==> config.mk <==
export PLATFORM = sky130hd
export DESIGN_NAME = oflow_frame_seq_ctrl_flat
export DESIGN_NICKNAME = d
export VERILOG_FILES = /design/src/rtl/oflow_frame_seq_ctrl_if.sv /design/src/rtl/oflow_frame_seq_ctrl.sv /design/src/flat_wrapper.sv
export SDC_FILE = /design/constraint.sdc
export NUM_CORES = 1
export LEC_CHECK = 0
export CORE_AREA = 2 2 99 111
export DETAILED_ROUTE_END_ITERATION = 8
export DIE_AREA = 0 0 101 113
export GPL_TIMING_DRIVEN = 0
export MAX_ROUTING_LAYER = met4
export PLACE_DENSITY = 0.72
export SYNTH_ARGS = -nofsm -noshare
export SYNTH_HDL_FRONTEND = slang
export SYNTH_SLANG_ARGS = --single-unit
==> constraint.sdc <==
create_clock -name clk -period 4.8 [get_ports clk]
set_clock_uncertainty 0.15 [all_clocks]
set_input_delay 1.2 -clock clk [delete_from_list [all_inputs] [get_ports clk]]
set_output_delay 1.2 -clock clk [all_outputs]
set_load 0.02 [all_outputs]
run_1/drive_strength.png
Drawn at 4 px/um.
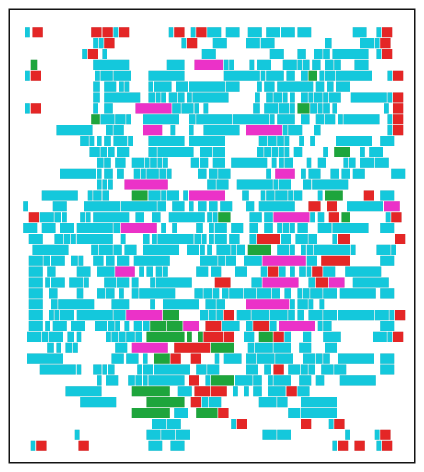
Key: red = drive 3 to 4 [cells 60, share 9.3%, most used buf_4]; cyan = drive 1 or less [cells 542, share 84%, most used dfrtp_1]; green = drive 2 [cells 24, share 3.7%, most used mux2_2]; magenta = drive 6 and up [cells 19, share 2.9%, most used clkbuf_16]
Final Cell Area: 5970 um^2
Area growth syn-to-layout: 32.1%
Buffers, non-clock: 130

run_1/gate_families.png
Drawn at 4 px/um.
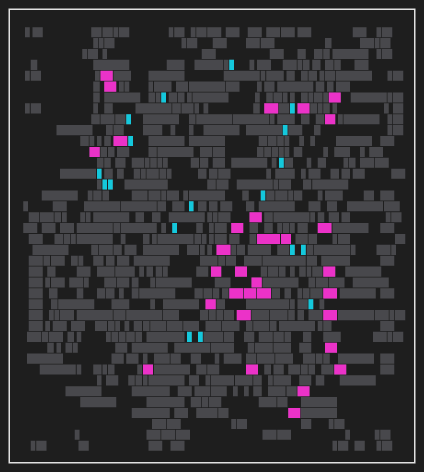
Key: cyan = inverters [cells 18, most used inv_1]; magenta = AND-OR and OR-AND gates [cells 31, most used a22o_1]
combinational share of cell area: 46.6%
final non-filler cell total: 768
Commonest Layout Cell: dfrtp_1

run_1/met2.png
Drawn at 2 px/um. Cells faint in the background.
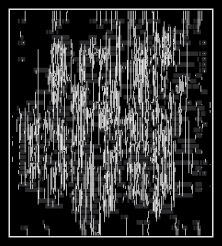
582 nets have wire on it. The longest straight run is 42.5 um. The layer holds 51% of the routed length. The layer carries 5,910 um of wire. The wires run mostly vertical.
M2 GR Usage: 35.2%
Total Wirelength: 11.6 mm

run_1/met3.png
Drawn at 2 px/um.
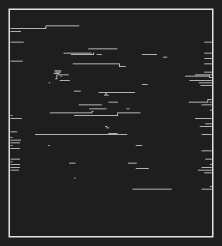
The layer holds 4.5% of the routed length. 65 nets have wire on it.
total number of vias: 4,244
met3 Track Usage GR: 3.95%

==> impl_metrics.json, run 1 <==
{
  "run_status": "complete, but fails checks",
  "violations": "negative setup slack",
  "vias_per_cell": 5.53,
  "clockPowerShare_pct": 19.5,
  "die_area_um2": 11400,
  "cts.path.max_buffers": 2,
  "adder_share_pct": 6.36,
  "yosysUniqueCellTypes": 64,
  "cts_hold_buf": 0,
  "ant_nets": 0,
  "yosysMostFrequentCell": "dfrtp_1",
  "fin_ws_ns": -0.0290,
  "final.setup.tns_ns": -0.0478,
  "numSynthFlops": 62,
  "seq-power_mw": 0.954,
  "ys_async_sr_fraction_pct": 100,
  "slew_headroom_pct": 27.1,
  "drive_gt1_share_pct": 16.0,
  "grt_pass1_vias": 4005,
  "logic_family": "simple AND/OR/NAND/NOR gates",
  "place.port_buffers": 59,
  "syn_inst": 523,
  "fin_crit_ns": 4.83,
  "wl_per_cell_um": 15.1,
  "power_leader": "combinational cells",
  "comb_power_share_pct": 56.7,
  "route.detailed.drc": 0,
  "endpoint_kind": "primary output",
  "busiest_layer": "met2",
  "ff_type": "dfrtp_1",
  "post-route-period-util_pct": 101,
  "crit_family": "simple AND/OR/NAND/NOR gates",
  "top_cells_by_area": "dfrtp_1, ha_1, buf_4",
  "htreeDepth": 3,
  "ys_sh_simple_pct": 22.1,
  "critPathBufInv": 2,
  "grt_pass1_wl_mm": 18.9,
  "p_leak_nw": 2.63,
  "r2r_setup_slack_ns": 1.02,
  "coreArea_um2": 10200,
  "cts_root_buffer": "clkbuf_16",
  "n_fill_cell": 919,
  "switching_share_pct": 42.8,
  "slowest_delay_ns": 0.50,
  "route.met3.wl_um": 522,
  "rsz0062_at_grt": "yes",
  "comb_cell_power_mw": 2.27,
  "syn_avg_cell_area_um2": 8.65,
  "yosys_warnings": 0,
  "switchingPower_mw": 1.71,
  "min_path_cells": 1,
  "crit_type": "flop to primary output",
  "ys_sh_mux_pct": 4.37,
  "yosys.area.top_type": "dfrtp_1",
  "pin_count": 92,
  "cp.arrival_ns": 3.48,
  "maxCapViolCount": 0,
  "netlist_area_um2": 4520,
  "postCtsSetupRepairBufs": 6,
  "start_kind": "flop",
  "setup_viol": 2,
  "tool_warnings": 29,
  "path_depth": 12,
  "use_met1_pct": 25.7,
  "cts_resized": 25,
  "hold_path.class": "flop to flop",
  "cp.required_ns": 3.45,
  "ys_cells": 523,
  "dr.pass1.iters": 4,
  "p_seq_share_pct": 23.8,
  "dp_hpwl_mm": 8.63,
  "crit_chain": "buf_6 > or4_4 > nor2_4 > xnor2_2 > ha_1 > nand3_2 > or3_4 > a311o_1 > a21bo_4 > and2_4 > nor3b_2 > buf_4",
  "grt_overflow": 0,
  "clkSlewWorstSetupHoldPaths_ns": 0.05,
  "placementRows": 39,
  "route.met2.wl_mm": 5.91,
  "p_int_mw": 2.29,
  "die_w_um": 101,
  "edf_count": 0,
  "worst_pin_slew_ns": 1.09,
  "cp_slowest_cell": "or4_4",
  "synth_seq_share_pct": 34.3,
  "gp_congestion": 0.874,
  "cts_buffers": 9,
  "die_h_um": 113,
  "highest_layer": "met4",
  "fp_util_pct": 44.1,
  "peakVddDrop_mv": 0.322,
  "reg2reg_depth": 14,
  "powerDensity_nw_per_um2": 670,
  "synth-xor-area-share_pct": 4.07,
  "grt_usage_pct": 21.1,
  "slew_violations": 0,
  "top_cells_by_count": "dfrtp_1, nand2_1, o21ai_0",
  "antenna_found_initial": 0,
  "clock_power_mw": 0.781,
  "ys_sh_aoi_pct": 19.9,
  "tritoncts": "done",
  "hold_ws_ns": 0.348
}
==> run 1: stage by stage <==
stage,setup WS [ns],cells,power (mW),instance area (um^2)
detailed placement,-0.549,737,2.97,5400
global placement,-0.530,736,2.90,5390
CTS,0.0121,758,3.86,5850
finish,-0.0290,768,4.00,5970
global route,-0.143,768,4.30,5970
floorplan,0.0595,554,2.33,4640
==> run 1: cell type report <==
| type | count | area [um^2] | share of cell area [%] |
|---|---|---|---|
| plain buffers | 54 | 330 | 5.53 |
| clock buffers | 12 | 267 | 4.46 |
| clock inverters | 3 | 90.1 | 1.51 |
| inverters | 18 | 67.6 | 1.13 |
| multi-input cells | 420 | 2780 | 46.6 |
| flip-flops and latches | 62 | 1560 | 26.1 |
| well taps | 123 | 154 | 2.58 |
| repair buffers | 76 | 728 | 12.2 |
--- run 2 (diff from run 1) ---
- ABC_AREA: default -> 1
- CORE_AREA: 2 2 99 111 -> 2 2 98 110
- CTS_CLUSTER_DIAMETER: default -> 50
- DIE_AREA: 0 0 101 113 -> 0 0 100 112
==> run 2 against run 1 <==
Hold slack worse by 0.016 ns; the flow now finishes without violations; setup slack gained 0.54 ns; synthesized area fell by 2.0%; via count down 4.8%; total power is 18% lower; highest routed layer unchanged; die size fell by 1.9%; clock power shrank 9.3%; sequential share of layout area increased by 1.5 points; largest power group unchanged; register-to-register slack better by 0.69 ns; synthesized cell count increased by 15%.
==> impl_metrics.json, run 2 <==
{
  "run_status": "finished, final reports clean",
  "yosysMostFrequentCell": "nand2_1",
  "switching_share_pct": 46.3,
  "comb_power_share_pct": 52.9,
  "worst_pin_slew_ns": 0.784,
  "setup_viol": 0,
  "path_depth": 19,
  "wl_per_cell_um": 12.8,
  "coreArea_um2": 10100,
  "switchingPower_mw": 1.53,
  "crit_type": "flop to primary output",
  "grt_usage_pct": 20.6,
  "maxCapViolCount": 0,
  "cp.required_ns": 3.45,
  "synth_seq_share_pct": 35.0,
  "placementRows": 39,
  "vias_per_cell": 4.86,
  "yosysUniqueCellTypes": 42,
  "die_w_um": 100,
  "crit_chain": "inv_1 > nand3_1 > nor2_1 > xor2_1 > inv_1 > ha_1 > nand2_1 > a21oi_1 > nor2_1 > nand2_1 > a21oi_1 > nand2_2 > nand3_2 > nand2_4 > nand2_8 > nor2_4 > nand2_1 > nand2_1 > dlymetal6s2s_1",
  "rsz0062_at_grt": "no",
  "pin_count": 92,
  "netlist_area_um2": 4430,
  "cts_root_buffer": "clkbuf_16",
  "powerDensity_nw_per_um2": 587,
  "cts_hold_buf": 0,
  "dp_slack_ns": 0.482,
  "p_seq_share_pct": 25.6,
  "ys_sh_simple_pct": 29.6,
  "final.setup.tns_ns": 0,
  "fin_crit_ns": 4.29,
  "critPathBufInv": 3,
  "dr.pass1.iters": 4,
  "syn_avg_cell_area_um2": 7.36,
  "route.detailed.drc": 0,
  "ff_type": "dfrtp_1",
  "peakVddDrop_mv": 0.288,
  "clkSlewWorstSetupHoldPaths_ns": 0.05,
  "p_int_mw": 1.77,
  "top_cells_by_area": "dfrtp_1, nand2_1, inv_1",
  "cts_resized": 0,
  "yosys.area.top_type": "dfrtp_1",
  "comb_cell_power_mw": 1.75,
  "slew_violations": 0,
  "ys_cells": 602,
  "n_fill_cell": 944,
  "slowest_delay_ns": 0.40,
  "cp_slowest_cell": "dfrtp_1",
  "use_met1_pct": 23.4,
  "r2r_setup_slack_ns": 1.71,
  "tritoncts": "done",
  "seq-power_mw": 0.845,
  "top_cells_by_count": "nand2_1, inv_1, dfrtp_1",
  "place_area_um2": 5290,
  "start_kind": "flop",
  "clockPowerShare_pct": 21.5,
  "lay_top_count": "nand2_1",
  "dpl.cell_count": 815,
  "adder_share_pct": 6.50,
  "numSynthFlops": 62,
  "die_area_um2": 11200,
  "ys_sh_mux_pct": 0,
  "grt_pass1_vias": 3978,
  "synth-xor-area-share_pct": 3.95,
  "busiest_layer": "met2",
  "drive_gt1_share_pct": 12.1,
  "logic_family": "simple AND/OR/NAND/NOR gates",
  "hold_path.class": "flop to flop",
  "reg2reg_depth": 15,
  "cts_buffers": 9,
  "gp_congestion": 0.973,
  "ys_sh_aoi_pct": 10.4
}
==> run 2: metrics by stage <==
step | utilization [%] | power (mW)
after floorplan | - | 2.08
after global placement | 52.1 | 2.51
after detailed placement | 52.1 | 2.58
after CTS | 55.3 | 3.31
after global routing | 55.4 | 3.60
final | 55.4 | 3.30
==> run 2: final cells by class <==
type                            count  area [um^2]  share of cell area, %
Tap cell                          123          154                   2.74
Timing Repair Buffer               59          593                   10.5
Buffer                             43          300                   5.34
Sequential cell                    62         1550                   27.6
Inverter                           91          342                   6.07
Clock buffer                       11          243                   4.32
Multi-Input combinational cell    437         2360                   41.9
Clock inverter                      5         82.6                   1.47
==> run 2: metal layers <==
layer | share of wire (%) | vias up
met4 | 1.4 | 0
met3 | 2.9 | 10
met1 | 41 | 1885
met5 | 0 | -
met2 | 54 | 64
li1 | - | 2081
run_2/drive_strength.png
Drawn at 4 px/um.
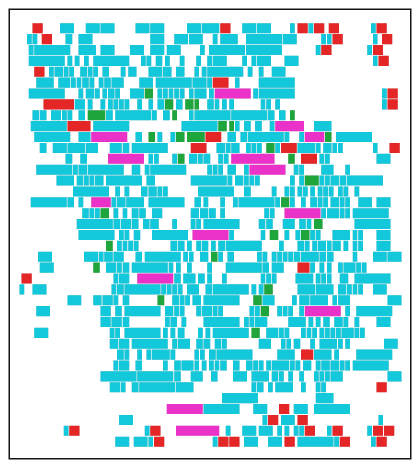
Key: green = drive 2 [cells 30, share 4.2%, most used nand2_2]; magenta = drive 6 and up [cells 14, share 2.0%, most used clkbuf_16]; red = drive 3 to 4 [cells 42, share 5.9%, most used buf_4]; cyan = drive 1 or less [cells 622, share 88%, most used nand2_1]
Area growth syn-to-layout: 26.9%
Buffers, non-clock: 102
final worst slack: 0.506 ns
Final Cell Area: 5620 um^2

run_2/met3.png
Drawn at 2 px/um.
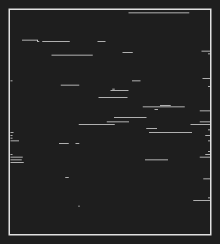
41 nets have wire on it. The longest straight run is 30.1 um.
total number of vias: 4,040
met3 Track Usage GR: 3.64%
Total Wirelength: 10.6 mm

Power figures rest on the tool's default switching activity, not on a simulated workload.
